## config.mk

```make
export PLATFORM = sky130hd
export DESIGN_NAME = imem_sequencer
export DESIGN_NICKNAME = d
export VERILOG_FILES = /design/src/rtl/isa_pkg.sv /design/src/rtl/imem_sequencer.sv
export SDC_FILE = /design/constraint.sdc
export NUM_CORES = 1
export LEC_CHECK = 0
export ABC_CLOCK_PERIOD_IN_PS = 2690
export CAP_MARGIN = 20
export CELL_PAD_IN_SITES_DETAIL_PLACEMENT = 1
export CELL_PAD_IN_SITES_GLOBAL_PLACEMENT = 1
export CORE_MARGIN = 8
export CORE_UTILIZATION = 18
export CTS_BUF_LIST = sky130_fd_sc_hd__clkbuf_8
export DETAILED_ROUTE_END_ITERATION = 16
export GPL_TIMING_DRIVEN = 0
export PLACE_DENSITY_LB_ADDON = 0.1
export SLEW_MARGIN = 20
export SYNTH_ARGS = -nofsm -noshare
export SYNTH_HDL_FRONTEND = slang
export SYNTH_SLANG_ARGS = --single-unit
```

## constraint.sdc

```tcl
create_clock -name clk -period 2.69 [get_ports clk]
set_clock_uncertainty 0.2 [all_clocks]
set_input_delay 0.538 -clock clk [delete_from_list [all_inputs] [get_ports clk]]
set_output_delay 0.538 -clock clk [all_outputs]
set_load 0.01 [all_outputs]
```

## src/rtl/isa_pkg.sv

```systemverilog
// isa_pkg: shared ISA types for the instruction-memory sequencer and the control unit.
//   pc_reg_t       : program counter / instruction memory address
//   instruction_t  : one instruction word
//   seq_state_t    : sequencer FSM states
//   get_opcode()   : extracts the opcode field from an instruction
package isa_pkg;

  localparam int unsigned PROGRAM_COUNTER_LENGTH = 4;
  localparam int unsigned INSTRUCTION_LENGTH     = 16;
  localparam int unsigned OPCODE_LENGTH          = 4;
  localparam int unsigned OPERAND_LENGTH         = INSTRUCTION_LENGTH - OPCODE_LENGTH;

  typedef logic [PROGRAM_COUNTER_LENGTH-1:0] pc_reg_t;
  typedef logic [INSTRUCTION_LENGTH-1:0]     instruction_t;
  typedef logic [OPCODE_LENGTH-1:0]          opcode_t;

  localparam opcode_t      OPC_NOP   = 4'h0;
  localparam opcode_t      OPC_HALT  = 4'hF;
  localparam instruction_t NOP_INSTR = {OPC_NOP, OPERAND_LENGTH'(0)};
  localparam pc_reg_t      PC_MAX    = '1;

  typedef enum logic [2:0] {
    SEQ_IDLE   = 3'd0,
    SEQ_LOAD   = 3'd1,
    SEQ_BOOT   = 3'd2,
    SEQ_RUN    = 3'd3,
    SEQ_HALTED = 3'd4
  } seq_state_t;

  function automatic opcode_t get_opcode(input instruction_t instr);
    return instr[INSTRUCTION_LENGTH-1 -: OPCODE_LENGTH];
  endfunction

endpackage

```

## src/rtl/imem_sequencer.sv

```systemverilog
// imem_sequencer: loads a program from a host stream into a single-port
// instruction memory, boots the control unit from address 0, runs it until
// a HALT opcode is fetched, and then waits for a reload.
//
// Optional feature: define PERF_COUNTER_EN to build the RUN-cycle counter;
// otherwise cycle_count is tied to 0.
//
// Ports
//   clk, rst_n    : clock, asynchronous active-low reset
//   host_*        : valid/ready load stream (data, last-word flag)
//   start         : begin load-and-run (accepted in IDLE and HALTED only)
//   busy, halted  : status
//   core_rst      : synchronous reset to the control unit (low only in RUN)
//   core_next_pc  : control unit's next program counter
//   fetch_instr   : instruction presented to the control unit (NOP unless RUN)
//   imem_*        : instruction memory port, one-cycle read latency
//   cycle_count   : RUN-cycle count
module imem_sequencer
  import isa_pkg::*;
(
  input  logic         clk,
  input  logic         rst_n,
  input  logic         host_valid,
  output logic         host_ready,
  input  instruction_t host_data,
  input  logic         host_last,
  input  logic         start,
  output logic         busy,
  output logic         halted,
  output logic         core_rst,
  input  pc_reg_t      core_next_pc,
  output instruction_t fetch_instr,
  output pc_reg_t      imem_addr,
  output logic         imem_we,
  output instruction_t imem_wdata,
  input  instruction_t imem_rdata,
  output logic [31:0]  cycle_count
);

  seq_state_t r_state;
  seq_state_t w_next_state;
  pc_reg_t    r_load_addr;
  logic       w_accept;
  logic       w_load_done;
  logic       w_start_load;

  // Host words are only consumed in LOAD; a load ends on host_last or on the top address.
  assign w_accept     = (r_state == SEQ_LOAD) && host_valid;
  assign w_load_done  = w_accept && (host_last || (r_load_addr == PC_MAX));
  assign w_start_load = ((r_state == SEQ_IDLE) || (r_state == SEQ_HALTED)) && start;

  // State register
  always_ff @(posedge clk or negedge rst_n) begin
    if (!rst_n) begin
      r_state <= SEQ_IDLE;
    end else begin
      r_state <= w_next_state;
    end
  end

  // Next-state logic
  always_comb begin
    w_next_state = r_state;
    case (r_state)
      SEQ_IDLE:   if (start) w_next_state = SEQ_LOAD;
      SEQ_LOAD:   if (w_load_done) w_next_state = SEQ_BOOT;
      SEQ_BOOT:   w_next_state = SEQ_RUN;
      // imem_rdata is exactly what fetch_instr shows in RUN
      SEQ_RUN:    if (get_opcode(imem_rdata) == OPC_HALT) w_next_state = SEQ_HALTED;
      SEQ_HALTED: if (start) w_next_state = SEQ_LOAD;
      default:    w_next_state = SEQ_IDLE;
    endcase
  end

  // Load address: cleared when a load begins, saturates at the top address
  always_ff @(posedge clk or negedge rst_n) begin
    if (!rst_n) begin
      r_load_addr <= '0;
    end else if (w_start_load) begin
      r_load_addr <= '0;
    end else if (w_accept && (r_load_addr != PC_MAX)) begin
      r_load_addr <= pc_reg_t'(r_load_addr + 1'b1);
    end
  end

  // Output decode: one memory user per state
  always_comb begin
    host_ready  = 1'b0;
    busy        = 1'b1;
    halted      = 1'b0;
    core_rst    = 1'b1;
    fetch_instr = NOP_INSTR;
    imem_addr   = '0;
    imem_we     = 1'b0;
    imem_wdata  = NOP_INSTR;
    case (r_state)
      SEQ_IDLE: begin
        busy = 1'b0;
      end
      SEQ_LOAD: begin
        host_ready = 1'b1;
        imem_addr  = r_load_addr;
        imem_we    = host_valid;
        imem_wdata = host_data;
      end
      SEQ_BOOT: begin
        imem_addr = '0;
      end
      SEQ_RUN: begin
        core_rst    = 1'b0;
        imem_addr   = core_next_pc;
        fetch_instr = imem_rdata;
      end
      SEQ_HALTED: begin
        halted = 1'b1;
      end
      default: begin
        busy = 1'b0;
      end
    endcase
  end

`ifdef PERF_COUNTER_EN
  logic [31:0] r_cycle_count;

  // RUN-cycle counter: cleared on entry to BOOT, saturating, holds otherwise
  always_ff @(posedge clk or negedge rst_n) begin
    if (!rst_n) begin
      r_cycle_count <= '0;
    end else if (w_load_done) begin
      r_cycle_count <= '0;
    end else if ((r_state == SEQ_RUN) && (r_cycle_count != 32'hFFFF_FFFF)) begin
      r_cycle_count <= r_cycle_count + 32'd1;
    end
  end

  assign cycle_count = r_cycle_count;
`else
  assign cycle_count = 32'd0;
`endif

endmodule

```

Run 1, met1 routing:
The bar under the picture is 20 um long. Cells faint in the background.
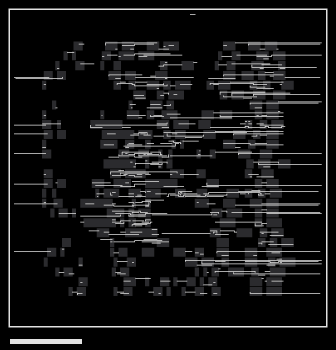
share of all routed wire: 40%
wire length on this layer: 1760 um
main direction: horizontal
longest straight run: 37.7 um
nets with wire on the layer: 225
routed wire length: 4.44 mm
vias post-DR: 1121
met1 usage: 0.117

Run 1, metal 3:
The bar under the picture is 20 um long. Cells faint in the background.
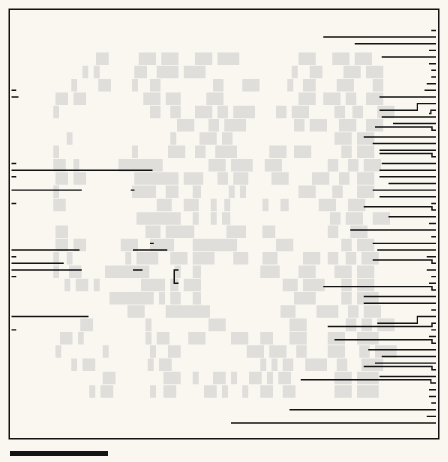
wire length on this layer: 714 um
longest straight run: 41.6 um
share of all routed wire: 16%
met3 global-route usage: 0.0613

==> results_dict.tcl, run 1 <==
# yosys + openroad results
set metrics [dict create \
    edf_count 0 \
    synth_top_area_share 0.261 \
    io-pin-count 114 \
    grt.overflow.total 0 \
    drv_slew 0 \
    place_ws_ps 91.7 \
    insertedDiodeCount 0 \
    status "finished, final reports clean" \
    holdBufCountCts 0 \
    drc 0 \
    syn2layout_area_growth_pct 120 \
    cpPeakStageDelay_ps 550 \
    dp_hpwl_mm 3.96 \
    hp-start "r_load_addr[0]" \
    nWellTaps 70 \
    rows 26 \
    core_util_floorplan 0.184 \
    reg2reg_to "r_state[0]" \
    core_um2 5010 \
    whs_path_depth 1 \
    area_leaders "buf_4 (26%), and2_1 (22%), dfrtp_1 (19%)" \
    cp_common_cell "clkdlybuf4s50_1" \
    combPwrFrac 0.756 \
    tns_ps 0 \
    numCtsBuffers 3 \
    hold_end "r_load_addr[0]" \
    r2r-start "r_load_addr[0]" \
    start_kind "primary input" \
    num-nonclk-buffers 117 \
    fillCellCount 629 \
    power.density_nw_per_um2 690 \
    p_sw_mw 0.552 \
    hp-class "register to register" \
    cp-end-kind "primary output" \
    placed_area_um2 1930 \
    route.met3.wl_um 713 \
    grt_busiest_layer "met2" \
    numSynthFlops 7 \
    synth_area_leader_cell "buf_4" \
    layout.area.comb_um2 566 \
    crit_type "primary input to primary output" \
]
Run 1, sequential cells coloured by netlist name:
Other cells in grey.
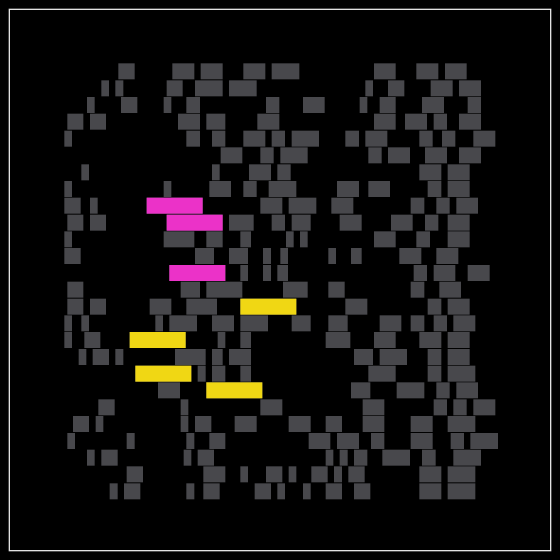
legend:
  yellow:
    name_in_the_netlist: `r_load_addr`
    placed_flops: 4
  magenta:
    name_in_the_netlist: `r_state`
    placed_flops: 3
Finished Core Util: 0.404
Seq/total area: 0.0865
Seq group: 0.198 mW
Flop area: 175 um2

Run 1, signal wires on met2:
Cells faint in the background.
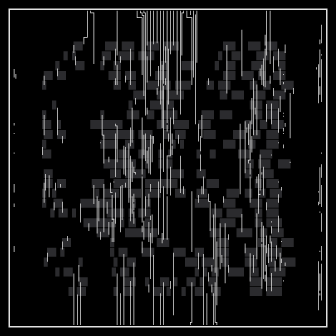
share of all routed wire: 43%
wire length on this layer: 1930 um
main direction: vertical
longest straight run: 31.0 um
nets with wire on the layer: 239
met2 usage: 0.167

## run 1: worst max-delay path: cells and delay by family
family / cells / cell delay (ps)
and+or+nand+nor: 1 / 280
buffers and inverters: 2 / 1040
## run 1: power by group through the flow
| stage | clock [mW] | combinational, mW | sequential [mW] |
|---|---|---|---|
| after floorplan | 0 | 0.533 | 0.183 |
| after global placement | 0 | 1.07 | 0.192 |
| after detailed placement | 0 | 1.09 | 0.200 |
| after CTS | 0.146 | 1.09 | 0.199 |
| after global routing | 0.152 | 1.14 | 0.207 |
| final | 0.142 | 1.06 | 0.198 |
## run 1: logic make-up (layout without fill, tap and decap cells)
family	Yosys count	count (layout)	share of synthesized area
compound gates	12	12	0.107
xor+xnor	1	1	0.00953
fa+ha+maj	1	1	0.0136
buf+inv	42	127	0.321
flops	7	7	0.190
mux	2	2	0.0218
other cells	1	32	0.00408
simple gates	48	48	0.332
## run 1: cell usage in the layout, fill, tap and decap left out, drive strengths merged
cell type and n:
a211oi 1, a21boi 1, a21oi 1, a22o 4
a41o 1, and2 32, and3 1, and4b 2
and4bb 1, buf 34, clkbuf 5, clkdlybuf4s50 63
clkinv 1, conb 32, dfrtp 7, dlygate4sd2 1
dlymetal6s2s 17, ha 1, inv 6, mux2i 2
nand2 5, nand3 2, nand4 1, nor2 2
o21ai 1, o221ai 1, o22ai 1, o2bb2ai 1
or3 1, or3b 1, xnor2 1
## run 1: synth_stat cells, types with 2 or more instances
cell and count:
a22o_1 4, inv_1 4, nand3_1 2, mux2i_1 2, buf_6 2, and2_1 32
nand2_1 5, dfrtp_1 7, and4b_1 2, nor2_1 2, buf_4 32
## run 1: registers in the layout, indices dropped and copies added (netlist names)
register	flops
r_load_addr	4
r_state	3
## run 1: what timing repair did
item,in CTS,in global routing
gates resized,2,18
gates cloned,0,0
endpoints found under the setup margin,2,18
==> run 2: changes to the inputs <==
Settings changed: SKIP_CTS_REPAIR_TIMING from default to 1.
==> run 2 against run 1 <==
Synthesized cell count unchanged. Cell count unchanged. Wire length is essentially flat. Clock power about the same. Largest cell class unchanged. Non-clock buffer count unchanged. Critical endpoint unchanged. Combinational power hardly changed. Global-route usage is the same.
==> results_dict.tcl, run 2 <==
# yosys + openroad results
set metrics [dict create \
    clk-power_mw 0.142 \
    core_um2 5010 \
    io-pin-count 114 \
    start_kind "primary input" \
    crit_type "primary input to primary output" \
    power_leader "combinational cells" \
    period_used_share 0.964 \
    worst-path-buf-inv 2 \
    drv_slew 0 \
    lay_top_cells "clkdlybuf4s50_1 (63), and2_1 (32), buf_4 (32), conb_1 (32), dlymetal6s2s_1 (18)" \
    fin_nets 273 \
    core_util_floorplan 0.184 \
    cp-end-kind "primary output" \
    numSynthFlops 7 \
    synth_area_leader_cell "buf_4" \
    tns_ps 0 \
    met3_usage 0.0613 \
    synth_top_area_share 0.261 \
    grt_busiest_layer "met2" \
    clock_path_buffers 2 \
    cts_tree "done" \
    cpPeakStageDelay_ps 550 \
    grt.overflow.total 0 \
    route.met3.wl_um 713 \
    p_comb_mw 1.06 \
    area_leaders "buf_4 (26%), and2_1 (22%), dfrtp_1 (19%)" \
    tool_warnings 26 \
    edf_count 0 \
    reg_top3 "r_load_addr: 4 flops, r_state: 3 flops" \
    syn2layout_area_growth_pct 121 \
    drc 0 \
    rows 26 \
    met2_usage 0.167 \
    numCtsBuffers 3 \
    top_cells_by_count "and2_1 (32), buf_4 (32), dfrtp_1 (7), nand2_1 (5)" \
    dp_hpwl_mm 3.96 \
    ys_cells 114 \
    cp_common_cell "clkdlybuf4s50_1" \
    pg_seq_mw 0.198 \
    p_sw_mw 0.552 \
    vias 1121 \
    largest_reg_flops 4 \
    place_ws_ps 91.7 \
    top_register "r_load_addr" \
    status "finished, final reports clean" \
    insertedDiodeCount 0 \
    met1_usage 0.117 \
    combPwrFrac 0.757 \
    power.density_nw_per_um2 690 \
]
-- run 2: cell count changes in the layout (fill, tap and decap cells not counted) --
cell / before / now
dlygate4sd2_1: 1 / 0
dlymetal6s2s_1: 17 / 18
-- run 2: stage by stage --
stage / total power, mW / hold WS, ps / instance area, um2 / util
after CTS: 1.43 / 396 / 1980 / 0.395
after global routing: 1.50 / 409 / 2030 / 0.405
after detailed placement: 1.29 / 392 / 1930 / 0.386
after floorplan: 0.715 / 42.4 / 1040 / -
after global placement: 1.26 / 355 / 1930 / 0.386
final: 1.40 / 375 / 2030 / 0.405
-- run 2: cells by family (layout without fill, tap and decap cells) --
family                   count (synthesis)  after routing  synth area share
AND/OR/NAND/NOR                         48             48             0.332
XOR/XNOR                                 1              1           0.00953
adder cells (fa/ha/maj)                  1              1            0.0136
AND-OR/OR-AND                           12             12             0.107
other                                    1             32           0.00408
flip-flops                               7              7             0.190
buffers and inverters                   42            127             0.321
multiplexers                             2              2            0.0218
-- run 2: path summary, 6_finish.rpt --
check	startpoint	end	slack, ps	cells past startpoint
max in group asynchronous	rst_n	r_state[1]	1650	1
min reg2reg	r_load_addr[0]	r_load_addr[0]	370	1
min	r_load_addr[0]	r_load_addr[0]	370	1
max	host_valid	imem_we	100	3
min in group asynchronous	rst_n	r_load_addr[3]	380	1
max reg2reg	r_load_addr[0]	r_state[0]	1140	4
-- run 2: cell type report --
cell class / instances / area, um2
multi-input cells: 96 / 566
inverters: 6 / 23.8
fillers: 627 / 2980
flip-flops and latches: 7 / 175
clock buffers: 3 / 41.3
well taps: 70 / 87.6
plain buffers: 36 / 275
clock inverters: 1 / 3.75
repair buffers: 81 / 856
Run 2, metal 3:
The bar under the picture is 20 um long. Cells faint in the background.
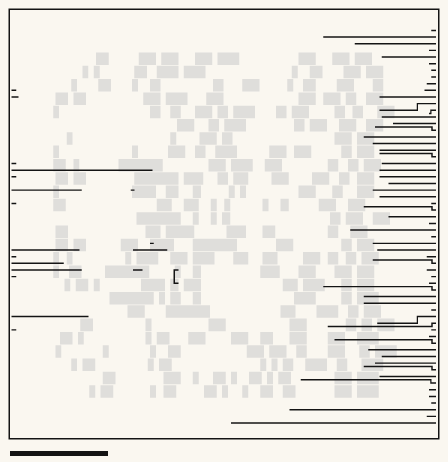
longest straight run: 41.6 um
nets with wire on the layer: 76
wire length on this layer: 714 um
routed wire length: 4.44 mm

==> run 3: changes to the inputs <==
Settings changed: CAP_MARGIN 20 to 30, SLEW_MARGIN 20 to default.
==> run 3 against run 2 <==
Via count unchanged. Maximum frequency unchanged. Clock power barely moved. Combinational power barely moved. Worst hold slack unchanged. Cell area did not move. Register-to-register slack barely moved. Worst setup slack stayed put. Critical path depth unchanged. Critical endpoint unchanged. Largest cell class unchanged. Largest power group unchanged. Highest routed layer unchanged.
==> results_dict.tcl, run 3 <==
# yosys + openroad results
set metrics [dict create \
    layout.area.comb_um2 566 \
    pg_seq_mw 0.198 \
    combPwrFrac 0.757 \
    insertedDiodeCount 0 \
    reg2reg_to "r_state[0]" \
    start_kind "primary input" \
    fillCellCount 627 \
    drv_slew 0 \
    r2r-start "r_load_addr[0]" \
    synth_area_leader_cell "buf_4" \
    dp_hpwl_mm 3.96 \
    cts_tree "done" \
    edf_count 0 \
    fin_nets 273 \
    cpPeakStageDelay_ps 550 \
    area_leaders "buf_4 (26%), and2_1 (22%), dfrtp_1 (19%)" \
    fin_hold_ws_ps 375 \
    drt_wl_total_mm 4.44 \
    tns_ps 0 \
    cp_common_cell "clkdlybuf4s50_1" \
    largest_reg_flops 4 \
    crit_type "primary input to primary output" \
    hp-start "r_load_addr[0]" \
    reg_top3 "r_load_addr: 4 flops, r_state: 3 flops" \
    top_register "r_load_addr" \
    drc 0 \
    hold_end "r_load_addr[0]" \
    worst-path-buf-inv 2 \
    core_util_floorplan 0.184 \
    tool_warnings 26 \
    status "finished, final reports clean" \
    io-pin-count 114 \
    cp-end-kind "primary output" \
    synth_top_area_share 0.261 \
    syn2layout_area_growth_pct 121 \
    numCtsBuffers 3 \
    power_leader "combinational cells" \
    reg2reg_depth 4 \
    ys_cells 114 \
    clock_path_buffers 2 \
    p_comb_mw 1.06 \
    grt.overflow.total 0 \
]
[run 3: kinds of logic after synthesis]
| family | Yosys count | synth area share |
|---|---|---|
| and+or+nand+nor | 48 | 0.332 |
| buffers and inverters | 42 | 0.321 |
| AOI/OAI and AO/OA | 12 | 0.107 |
| DFF | 7 | 0.190 |
| muxes | 2 | 0.0218 |
| adders and majority gates | 1 | 0.0136 |
| other | 1 | 0.00408 |
| xor gates and xnor gates | 1 | 0.00953 |
[run 3: layout make-up]
class,instances,share of cell area
sequential,7,0.0864
clock buffer,3,0.0204
buffer,36,0.136
multi-input combinational,96,0.279
inverter,6,0.0117
timing repair buffer,81,0.422
tap,70,0.0432
clock inverter,1,0.00185
[run 3: routing by layer]
| metal | share of wire | wire, um | global-route usage | vias to the layer above |
|---|---|---|---|---|
| li1 | - | - | - | 540 |
| met2 | 0.43 | 1930 | 0.167 | 79 |
| met5 | 0 | 0 | 0 | - |
| met1 | 0.40 | 1770 | 0.117 | 497 |
| met4 | 0.0070 | 31 | 0.0234 | 0 |
| met3 | 0.16 | 713 | 0.0613 | 5 |
[run 3: metrics by stage]
step | setup WS [ps] | area, um2 | power (mW) | cells
finish | 96.7 | 2030 | 1.40 | 300
global route | 15.6 | 2030 | 1.50 | 300
CTS | -11.7 | 1980 | 1.43 | 300
detailed placement | 91.7 | 1930 | 1.29 | 296
global placement | 92.2 | 1930 | 1.26 | 296
floorplan | 807 | 1040 | 0.715 | 145
[run 3: worst max path at each step]
stage,startpoint,end,slack [ps],depth (start not counted)
CTS,r_state[2],fetch_instr[0],-10,4
global route,r_state[1],imem_addr[2],20,5
global placement,host_valid,imem_we,90,3
detailed placement,host_valid,imem_we,90,3
floorplan,r_state[1],imem_wdata[10],810,4
finish,host_valid,imem_we,100,3
Run 3, placed standard cells:
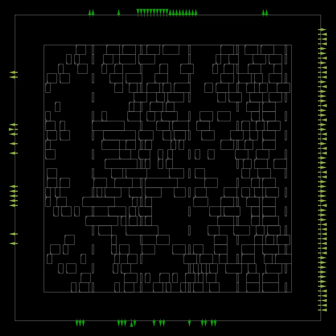
Site Rows: 26
Core Box Area: 5010 um2
Flop Count: 7
Finished Core Util: 0.405
Seq/total area: 0.0864

No activity file was given, so power comes from the tool's default toggle rates.
